$ cat src/rtl/clk_gen_pkg.sv
// Shared types, constants and config sanitisation for the programmable clock generator.
package clk_gen_pkg;

  typedef enum logic [1:0] {
    IDLE = 2'd0,
    HIGH = 2'd1,
    LOW  = 2'd2
  } state_t;

  // Galois right-shift mask for x^16 + x^14 + x^13 + x^11
  localparam logic [15:0] LFSR_TAPS  = 16'hB400;
  localparam logic [31:0] MIN_PERIOD = 32'd2;

  function automatic logic [31:0] sanitise_period(input logic [31:0] period);
    return (period < MIN_PERIOD) ? MIN_PERIOD : period;
  endfunction

  // High time is clamped against the already-clamped period so at least one low cycle remains.
  function automatic logic [31:0] sanitise_high(input logic [31:0] period, input logic [31:0] high);
    logic [31:0] p;
    logic [31:0] h;
    p = sanitise_period(period);
    h = (high == 32'd0) ? 32'd1 : high;
    if (h >= p) h = p - 32'd1;
    return h;
  endfunction

endpackage

$ cat src/rtl/clk_gen_ctrl_lfsr.sv
// 16-bit Galois LFSR with synchronous seed load and a step enable; exposes its low bits.
module lfsr16_step
  import clk_gen_pkg::*;
#(
  parameter logic [15:0] SEED = 16'hACE1,
  parameter int          OW   = 4
) (
  input  logic          clk,
  input  logic          load,
  input  logic          step,
  output logic [OW-1:0] low_bits
);

  logic [15:0] state;

  always_ff @(posedge clk) begin
    if (load) begin
      state <= SEED;
    end else if (step) begin
      state <= {1'b0, state[15:1]} ^ (state[0] ? LFSR_TAPS : 16'h0000);
    end
  end

  assign low_bits = state[OW-1:0];

endmodule

$ cat src/rtl/clk_gen_ctrl.sv
// Programmable divided-clock generator: period, duty and LFSR low-phase jitter,
// reconfigured only at period boundaries through a single-entry pending register.
module clk_gen_ctrl
  import clk_gen_pkg::*;
#(
  parameter int          CW        = 16,
  parameter int          JW        = 4,
  parameter logic [15:0] LFSR_SEED = 16'hACE1
) (
  input  logic          clk,
  input  logic          rst,
  input  logic          cfg_valid,
  output logic          cfg_ready,
  input  logic [CW-1:0] cfg_period,
  input  logic [CW-1:0] cfg_high,
  input  logic [JW-1:0] cfg_jitter,
  input  logic          cfg_en,
  output logic          out_clk,
  output logic          out_rise,
  output logic          out_fall,
  output logic          active,
  output logic [CW-1:0] cur_low
);

  state_t        state;
  logic [CW-1:0] cnt;
  logic [CW-1:0] period_r;
  logic [CW-1:0] high_r;
  logic [JW-1:0] jitter_r;

  logic          pend_valid;
  logic          pend_en;
  logic [CW-1:0] pend_period;
  logic [CW-1:0] pend_high;
  logic [JW-1:0] pend_jitter;

  logic          handshake;
  logic [CW-1:0] san_period;
  logic [CW-1:0] san_high;
  logic [JW-1:0] lfsr_bits;
  logic [JW-1:0] jit;
  logic [CW:0]   low_sum;
  logic [CW-1:0] low_len;
  logic          lfsr_step;

  assign cfg_ready = !pend_valid;
  assign handshake = cfg_valid && !pend_valid;
  assign active    = (state != IDLE);

  assign san_period = CW'(sanitise_period(32'(cfg_period)));
  assign san_high   = CW'(sanitise_high(32'(cfg_period), 32'(cfg_high)));

  // Low phase = (period - high) + jitter, widened by one bit and saturated.
  assign jit       = lfsr_bits & jitter_r;
  assign low_sum   = {1'b0, period_r - high_r} + (CW+1)'(jit);
  assign low_len   = low_sum[CW] ? {CW{1'b1}} : low_sum[CW-1:0];
  assign lfsr_step = (state == HIGH) && (cnt == '0);

  lfsr16_step #(
    .SEED (LFSR_SEED),
    .OW   (JW)
  ) u_lfsr (
    .clk      (clk),
    .load     (rst),
    .step     (lfsr_step),
    .low_bits (lfsr_bits)
  );

  always_ff @(posedge clk) begin
    if (rst) begin
      state       <= IDLE;
      cnt         <= '0;
      period_r    <= '0;
      high_r      <= '0;
      jitter_r    <= '0;
      pend_valid  <= 1'b0;
      pend_en     <= 1'b0;
      pend_period <= '0;
      pend_high   <= '0;
      pend_jitter <= '0;
      out_clk     <= 1'b0;
      out_rise    <= 1'b0;
      out_fall    <= 1'b0;
      cur_low     <= '0;
    end else begin
      out_rise <= 1'b0;
      out_fall <= 1'b0;

      // While running, requests park in pending; idle requests are applied directly below.
      if (handshake && state != IDLE) begin
        pend_valid  <= 1'b1;
        pend_en     <= cfg_en;
        pend_period <= san_period;
        pend_high   <= san_high;
        pend_jitter <= cfg_jitter;
      end

      case (state)
        IDLE: begin
          out_clk <= 1'b0;
          if (pend_valid) begin
            pend_valid <= 1'b0;
            if (pend_en) begin
              period_r <= pend_period;
              high_r   <= pend_high;
              jitter_r <= pend_jitter;
              cnt      <= pend_high - CW'(1);
              state    <= HIGH;
              out_clk  <= 1'b1;
              out_rise <= 1'b1;
            end
          end else if (handshake && cfg_en) begin
            period_r <= san_period;
            high_r   <= san_high;
            jitter_r <= cfg_jitter;
            cnt      <= san_high - CW'(1);
            state    <= HIGH;
            out_clk  <= 1'b1;
            out_rise <= 1'b1;
          end
        end

        HIGH: begin
          if (cnt == '0) begin
            cnt      <= low_len - CW'(1);
            cur_low  <= low_len;
            state    <= LOW;
            out_clk  <= 1'b0;
            out_fall <= 1'b1;
          end else begin
            cnt <= cnt - CW'(1);
          end
        end

        LOW: begin
          if (cnt == '0) begin
            if (pend_valid) begin
              pend_valid <= 1'b0;
              if (pend_en) begin
                period_r <= pend_period;
                high_r   <= pend_high;
                jitter_r <= pend_jitter;
                cnt      <= pend_high - CW'(1);
                state    <= HIGH;
                out_clk  <= 1'b1;
                out_rise <= 1'b1;
              end else begin
                state <= IDLE;
              end
            end else begin
              cnt      <= high_r - CW'(1);
              state    <= HIGH;
              out_clk  <= 1'b1;
              out_rise <= 1'b1;
            end
          end else begin
            cnt <= cnt - CW'(1);
          end
        end

        default: begin
          state   <= IDLE;
          out_clk <= 1'b0;
        end
      endcase
    end
  end

endmodule
$ cat config.mk
export PLATFORM = sky130hd
export DESIGN_NAME = clk_gen_ctrl
export DESIGN_NICKNAME = d
export VERILOG_FILES = /design/src/rtl/clk_gen_pkg.sv /design/src/rtl/clk_gen_ctrl_lfsr.sv /design/src/rtl/clk_gen_ctrl.sv
export SDC_FILE = /design/constraint.sdc
export NUM_CORES = 1
export LEC_CHECK = 0
export CORE_AREA = 2 2 138 140
export CTS_BUF_LIST = sky130_fd_sc_hd__clkbuf_4
export CTS_CLUSTER_DIAMETER = 60
export DETAILED_ROUTE_END_ITERATION = 7
export DIE_AREA = 0 0 140 142
export PLACE_DENSITY = 0.76
export SYNTH_ARGS = -nofsm -noshare
export SYNTH_HDL_FRONTEND = slang
export SYNTH_SLANG_ARGS = --single-unit
export TNS_END_PERCENT = 30
$ cat constraint.sdc
create_clock -name clk -period 6 [get_ports clk]
set_input_delay 1.2 -clock clk [delete_from_list [all_inputs] [get_ports clk]]
set_output_delay 1.2 -clock clk [all_outputs]
set_load 0.005 [all_outputs]
Figure 1. Placed cells, one colour a class (run 1).
Drawn at 2 px/µm.
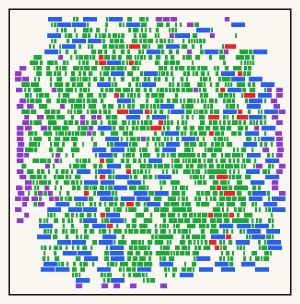
class	colour	cells	share of their area
clock drivers and dummy loads	red	32	3.1%
other buffers and delay cells	purple	89	7.6%
flip-flops	blue	127	24%
all other logic	green	1,132	65%

Figure 2. Clock distribution (run 1).
Drawn at 3 px/µm.
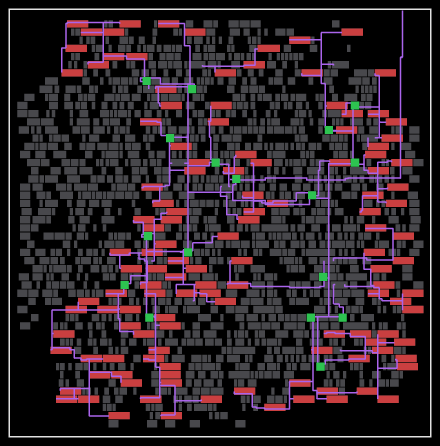
[cells driving clock nets] green | count: 17
[flip-flops] red | count: 127
[clock wires] purple | length: 1,670 µm
flops lie	spread over the die

==> flow_summary_export.csv, run 1 <==
group,metric,value,unit
run_status,status,"complete, but fails checks",
run_status,violations,"DRC",
detailed_routing,drc,3,
placed_design,hpwl,22400,µm
floorplanning,core,18500,µm²
finish,fillCellCount,1769,
finish,clock_cell_area_share,0.0305,
finish,drive_above_1_share,0.0775,
min_path,hold_depth,2,
finish,comb_share,0.619,
finish,lay_top_cells,"156 x nand2_1, 156 x nor2_1, 126 x dfxtp_1",
detailed_routing,wl_met1,13100,µm
finish,final-instance-count-excl-fill,1615,
synth,ys_cells,1363,
synth,syn_nets,1450,
synth,top_cells_by_count,"158 x nor2_1, 156 x nand2_1, 127 x dfxtp_1, 114 x a21oi_1, 89 x clkbuf_1",
sta,fin_setup_tns,0,ps
floorplanning,nWellTaps,234,
synth,synth_top_flop_cell,"dfxtp_1",
min_path,hold_start,"u_lfsr.state[15]$_SDFFE_PP1P_",
grt,grt_remaining_overflow,0,
finish,diodes,1,
detailed_routing,wirelength,30100,µm
worst_setup_path,cp.arrival,5860,ps
worst_setup_path,start_kind,"input pin",
synth,ys_area,9910,µm²
sta,worst_slew_pin_slew,1180,ps
worst_setup_path,crit_buf_inv,3,
Figure 3. The clock network (run 1).
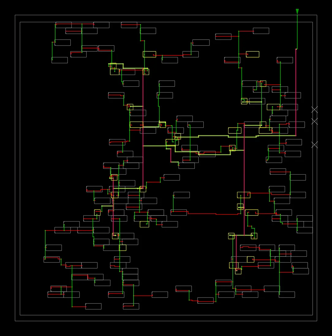
flip-flops: 127
clock network power: 645 µW
clock buffer count: 17
CTS buffer count: 17

==> run 1: report_power, final <==
part | switching [µW] | internal [µW]
Combinational | 1100 | 698
Clock | 441 | 205
Sequential | 99.3 | 933
Total | 1640 | 1840
==> run 1: layer usage <==
layer  track usage  vias to the layer above
li1              -                     4875
met1         0.402                     4676
met2         0.497                      431
met3        0.0505                       96
met4         0.128                        0
met5             0                        -
==> run 1: state kept, by name, indices dropped and copies added (netlist names) <==
| register | count |
|---|---|
| jitter_r | 4 |
| out_clk | 1 |
| out_rise | 1 |
| out_fall | 1 |
| pend_period | 16 |
| cnt | 16 |
| cur_low | 16 |
| high_r | 16 |
| pend_high | 16 |
| pend_jitter | 4 |
| period_r | 16 |
| pend_valid | 1 |
| u_lfsr.state | 16 |
| state | 2 |
| pend_en | 1 |
==> run 1: worst max-delay path by stage <==
stage	end
3_3_place_gp	cnt[8]$_SDFFE_PP0P_
4_1_cts	cnt[8]$_SDFFE_PP0P_
2_1_floorplan	cnt[8]$_SDFFE_PP0P_
3_5_place_dp	cnt[8]$_SDFFE_PP0P_
6_report	cnt[8]$_SDFFE_PP0P_
5_1_grt	cnt[8]$_SDFFE_PP0P_
==> run 1: cells by family (layout without fill, tap and decap cells) <==
group                      Yosys count  count (layout)  synth area share
AOI/OAI and AO/OA                  386             386             0.255
muxes                               16              16            0.0165
other                                0               1                 0
adders and majority gates           47              47            0.0609
and+or+nand+nor                    540             540             0.268
xor gates and xnor gates            92              92            0.0828
DFF                                127             127             0.257
buffers and inverters              155             172            0.0605
==> run 1: worst min-delay path: stages (launching register included) <==
cell     delay, ps
dfxtp_1        340
nand2_1         50
a21oi_1         50
==> run 1 -> run 2 <==
SLEW_MARGIN = 10   (was default)
Figure 4. Clock distribution (run 2).
Drawn at 3 px/µm.
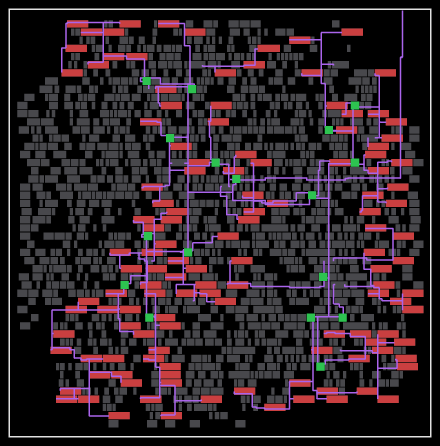
[flip-flops] red | count: 127
[cells driving clock nets] green | count: 17
[clock wires] purple | length: 1,670 µm
routed clock nets	18

Figure 5. Placed cells, one colour a class (run 2).
Drawn at 2 px/µm.
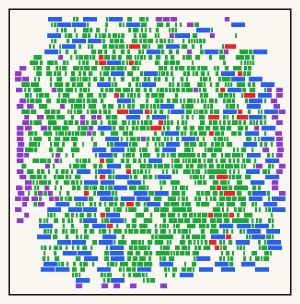
class	colour	cells	share of their area
clock drivers and dummy loads	red	32	3.1%
all other logic	green	1,132	65%
other buffers and delay cells	purple	89	7.6%
flip-flops	blue	127	24%

==> run 2 against run 1 <==
Net effect:
- the run still ends with DRC left
- flip-flop count is the same
- sequential power is essentially flat
- critical endpoint unchanged
- clock skew did not move
- global-route usage did not move
- die area unchanged
- largest power group unchanged
- first-iteration DRC count unchanged
- register-to-register slack is essentially flat
==> flow_summary_export.csv, run 2 <==
group,metric,value,unit
pwr,pwr-share-seq,0.297,
finish,lay_top_cells,"156 x nand2_1, 156 x nor2_1, 126 x dfxtp_1",
run_status,violations,"DRC",
synth,muxShareOfSynthArea,0.0165,
grt,busiest_layer,"met2",
synth,aoi_share,0.255,
synth,ys_cells,1363,
run_status,status,"complete, but fails checks",
synth,syn_nets,1450,
synth,synth_xor_xnor_area_share,0.0828,
placed_design,hpwl,22400,µm
pwr,swShare,0.472,
pwr,combPwrFrac,0.517,
sta,fin_setup_tns,0,ps
detailed_routing,drc,3,
synth,logic_family,"simple AND/OR/NAND/NOR gates",
worst_setup_path,cp.arrival,5860,ps
worst_setup_path,start_kind,"input pin",
pwr,p_switching,1640,µW
floorplanning,core,18500,µm²
pwr,power_frac_clock,0.186,
finish,drive_above_1_share,0.0775,
worst_setup_path,endpoint,"cnt[8]$_SDFFE_PP0P_",
synth,synth_top_flop_cell,"dfxtp_1",
detailed_routing,wirelength,30100,µm
clocking,cts_inserted_buffers,17,
synth,top_cells_by_count,"158 x nor2_1, 156 x nand2_1, 127 x dfxtp_1, 114 x a21oi_1, 89 x clkbuf_1",
-- run 2: power by group through the flow --
stage	logic (µW)	clock network, µW	registers (µW)
after floorplan	1330	0	1010
after global placement	1730	0	1040
after detailed placement	1750	0	1050
after CTS	1760	654	1030
after global routing	1960	687	1040
final	1800	645	1030
-- run 2: layout make-up --
class,instances,share of cell area
tap,234,0.0267
multi-input combinational,1081,0.619
clock inverter,15,0.0188
clock buffer,17,0.0116
timing repair buffer,89,0.0744
sequential,127,0.232
antenna,1,0.000228
inverter,51,0.0175
-- run 2: through the flow --
stage	cells	setup slack [ps]	total power [µW]	utilization	area, µm²
2_1_floorplan	1363	118	2340	-	9910
3_3_place_gp	1582	330	2770	0.576	10600
3_5_place_dp	1582	143	2800	0.576	10600
4_1_cts	1614	718	3440	0.594	11000
5_1_grt	1615	340	3690	0.594	11000
6_report	1615	647	3470	0.594	11000
-- run 2: cell families after synthesis --
family | after synthesis
AND-OR/OR-AND | 386
XOR/XNOR | 92
adder cells (fa/ha/maj) | 47
buffers and inverters | 155
flip-flops | 127
multiplexers | 16
AND/OR/NAND/NOR | 540
-- run 2: worst min-delay path by stage --
stage	from	to	depth (start not counted)
after floorplan	pend_jitter[0]$_SDFFE_PP0P_	pend_jitter[0]$_SDFFE_PP0P_	2
after global placement	pend_period[11]$_SDFFE_PP0P_	pend_period[11]$_SDFFE_PP0P_	2
after detailed placement	pend_period[15]$_SDFFE_PP0P_	pend_period[15]$_SDFFE_PP0P_	2
after CTS	pend_jitter[0]$_SDFFE_PP0P_	pend_jitter[0]$_SDFFE_PP0P_	2
after global routing	pend_period[2]$_SDFFE_PP0P_	pend_period[2]$_SDFFE_PP0P_	2
final	u_lfsr.state[15]$_SDFFE_PP1P_	u_lfsr.state[14]$_SDFFE_PP0P_	2
Figure 6. Metal 3 (run 2).
Drawn at 3 px/µm. Cells faint in the background.
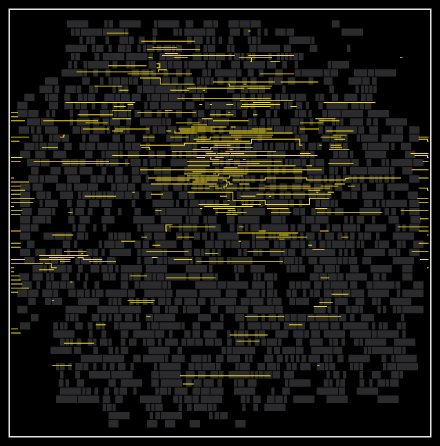

==> run 2 -> run 3 <==
ABC_AREA = 1   (was default)
CORE_AREA = 2 2 141 143   (was 2 2 138 140)
DIE_AREA = 0 0 143 145   (was 0 0 140 142)
Figure 7. Metal 3 (run 3).
Drawn at 2 px/µm. Cells faint in the background.
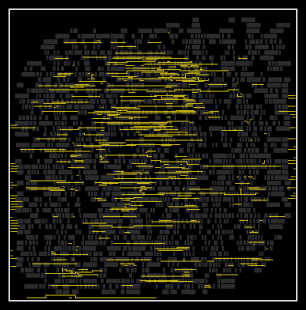
nets with wire on the layer	227
wire length on this layer	3,060 µm
longest straight run	53.6 µm

==> run 3 against run 2 <==
Net effect:
- sequential share of layout area down 0.82 points
- critical path type unchanged
- die area grew 4.3%
- clock skew is 19 ps lower
- clock-buffer cell count up 1
- core utilization shrank 0.23 points
- register-to-register slack better by 340 ps
- worst hold slack better by 20 ps
- synthesized area rose by 4.8%
- largest cell class unchanged
- the flow now finishes without violations
- final cell count grew 24%
- highest routed layer is now met5
==> flow_summary_export.csv, run 3 <==
group,metric,value,unit
run_status,status,"finished, final reports clean",
worst_setup_path,start_kind,"input pin",
placed_design,dp_slack,559,ps
sta,worst_slew_pin_slew,1040,ps
grt,busiest_layer,"met2",
pwr,swShare,0.504,
synth,syn_nets,1799,
sta,fin_setup_tns,0,ps
finish,lay_top_cells,"386 x nand2_1, 214 x inv_1, 178 x o21ai_0",
clocking,cts-root-buf,"clkbuf_4",
synth,synth-edff-count,0,
synth,ys_cells,1712,
synth,top_cells_by_count,"386 x nand2_1, 215 x inv_1, 178 x o21ai_0, 169 x nor2_1, 138 x a21oi_1",
detailed_routing,drc,0,
detailed_routing,wirelength,34100,µm
synth,synth_top_flop_cell,"dfxtp_1",
synth,ys_area,10400,µm²
pwr,seq_power,1050,µW
pwr,top_power_group,"combinational logic",
worst_setup_path,cp.arrival,5400,ps
worst_setup_path,path_depth,26,
synth,yosysUniqueCellTypes,50,
pwr,p_switching,1850,µW
pwr,clock_power,612,µW
pwr,combPwrFrac,0.546,
pwr,p_comb,2000,µW
grt,met1_usage,0.442,
sta,timing.final.ws_setup,1100,ps
floorplanning,core,19200,µm²
finish,drive_above_1_share,0.0681,
clocking,cts_inserted_buffers,17,
placed_design,hpwl,25500,µm
clocking,cts_hold_buffers,0,
pwr,pwr-share-seq,0.287,
grt,grt_pass1_vias,10300,
min_path,hold_depth,2,
worst_setup_path,cp_max_fo,23,
pwr,power_frac_clock,0.167,
Figure 8. Placed cells, one colour a class (run 3).
Drawn at 2 px/µm.
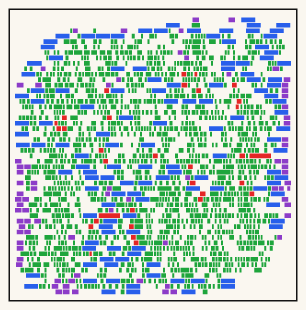
class	colour	cells	share of their area
flip-flops	blue	127	23%
clock drivers and dummy loads	red	32	2.5%
other buffers and delay cells	purple	77	6.6%
all other logic	green	1,498	68%

[run 3: netlist changes by cell type after synthesis, sizes merged, moves of 21 or more]
cell    before  now
inv         49  226
xnor2       66    9
nor3        47   18
nor3b       21    0
nor2       160  187
nand3       35  108
a21oi      115  143
a211oi      40    3
nand2      156  403
o21ai       92  181
[run 3: kinds of logic (layout without fill, tap and decap cells)]
family | count (synthesis) | after routing | synth area share
flops | 127 | 127 | 0.245
compound gates | 414 | 414 | 0.222
xor+xnor | 47 | 47 | 0.0397
other cells | 0 | 1 | 0
buf+inv | 317 | 339 | 0.118
fa+ha+maj | 47 | 47 | 0.0581
simple gates | 760 | 760 | 0.318
[run 3: cell type report]
type,count,area (µm²),area share
Clock buffer,18,135,0.0119
Inverter,230,863,0.0760
Antenna cell,1,2.50,0.000220
Clock inverter,14,144,0.0127
Timing Repair Buffer,77,723,0.0636
Multi-Input combinational cell,1268,6620,0.583
Sequential cell,127,2540,0.224
Tap cell,265,332,0.0292
[run 3: final timing paths]
| path | from | endpoint | slack, ps |
|---|---|---|---|
| hold reg to reg | u_lfsr.state[15]$_SDFFE_PP1P_ | u_lfsr.state[15]$_SDFFE_PP1P_ | 480 |
| hold / removal | u_lfsr.state[15]$_SDFFE_PP1P_ | u_lfsr.state[15]$_SDFFE_PP1P_ | 480 |
| setup reg to reg | high_r[2]$_SDFFE_PP0P_ | cnt[6]$_SDFFE_PP0P_ | 1400 |
| setup / recovery | cfg_period[8] | cnt[14]$_SDFFE_PP0P_ | 1100 |
[run 3: through the flow]
step	hold WS (ps)	util	std cells	area [µm²]	power [µW]
after detailed placement	448	0.577	1967	11100	3010
after global placement	443	0.577	1967	11100	2980
final	478	0.592	2000	11400	3670
after floorplan	429	-	1712	10400	2460
after CTS	480	0.591	1999	11400	3620
after global routing	508	0.592	2000	11400	3920

==> gallery <==
I/O nets highlighted.
Drawn at 3 px/µm.
shot_01.png
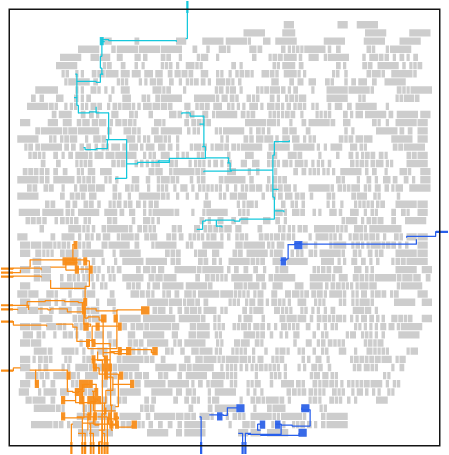
shot_02.png
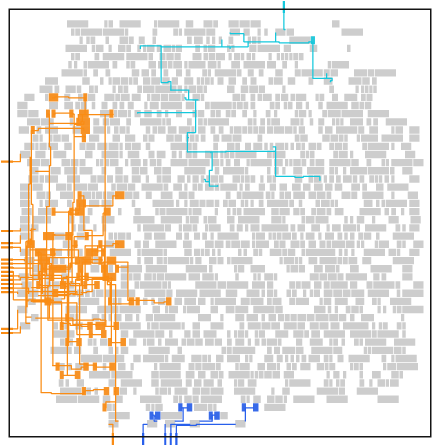
- shot_01.png = run 3
- shot_02.png = run 2
- most cells: shot_01.png

Key to shot_01.png:
port	colour	direction	end cells	buffers	wire
`cfg_period`	orange	input	46	16	660 µm
`cfg_jitter`	blue	input	8	4	151 µm
`cfg_ready`	cyan	output	1	2	298 µm

Power is estimated from default activity; no workload was simulated.
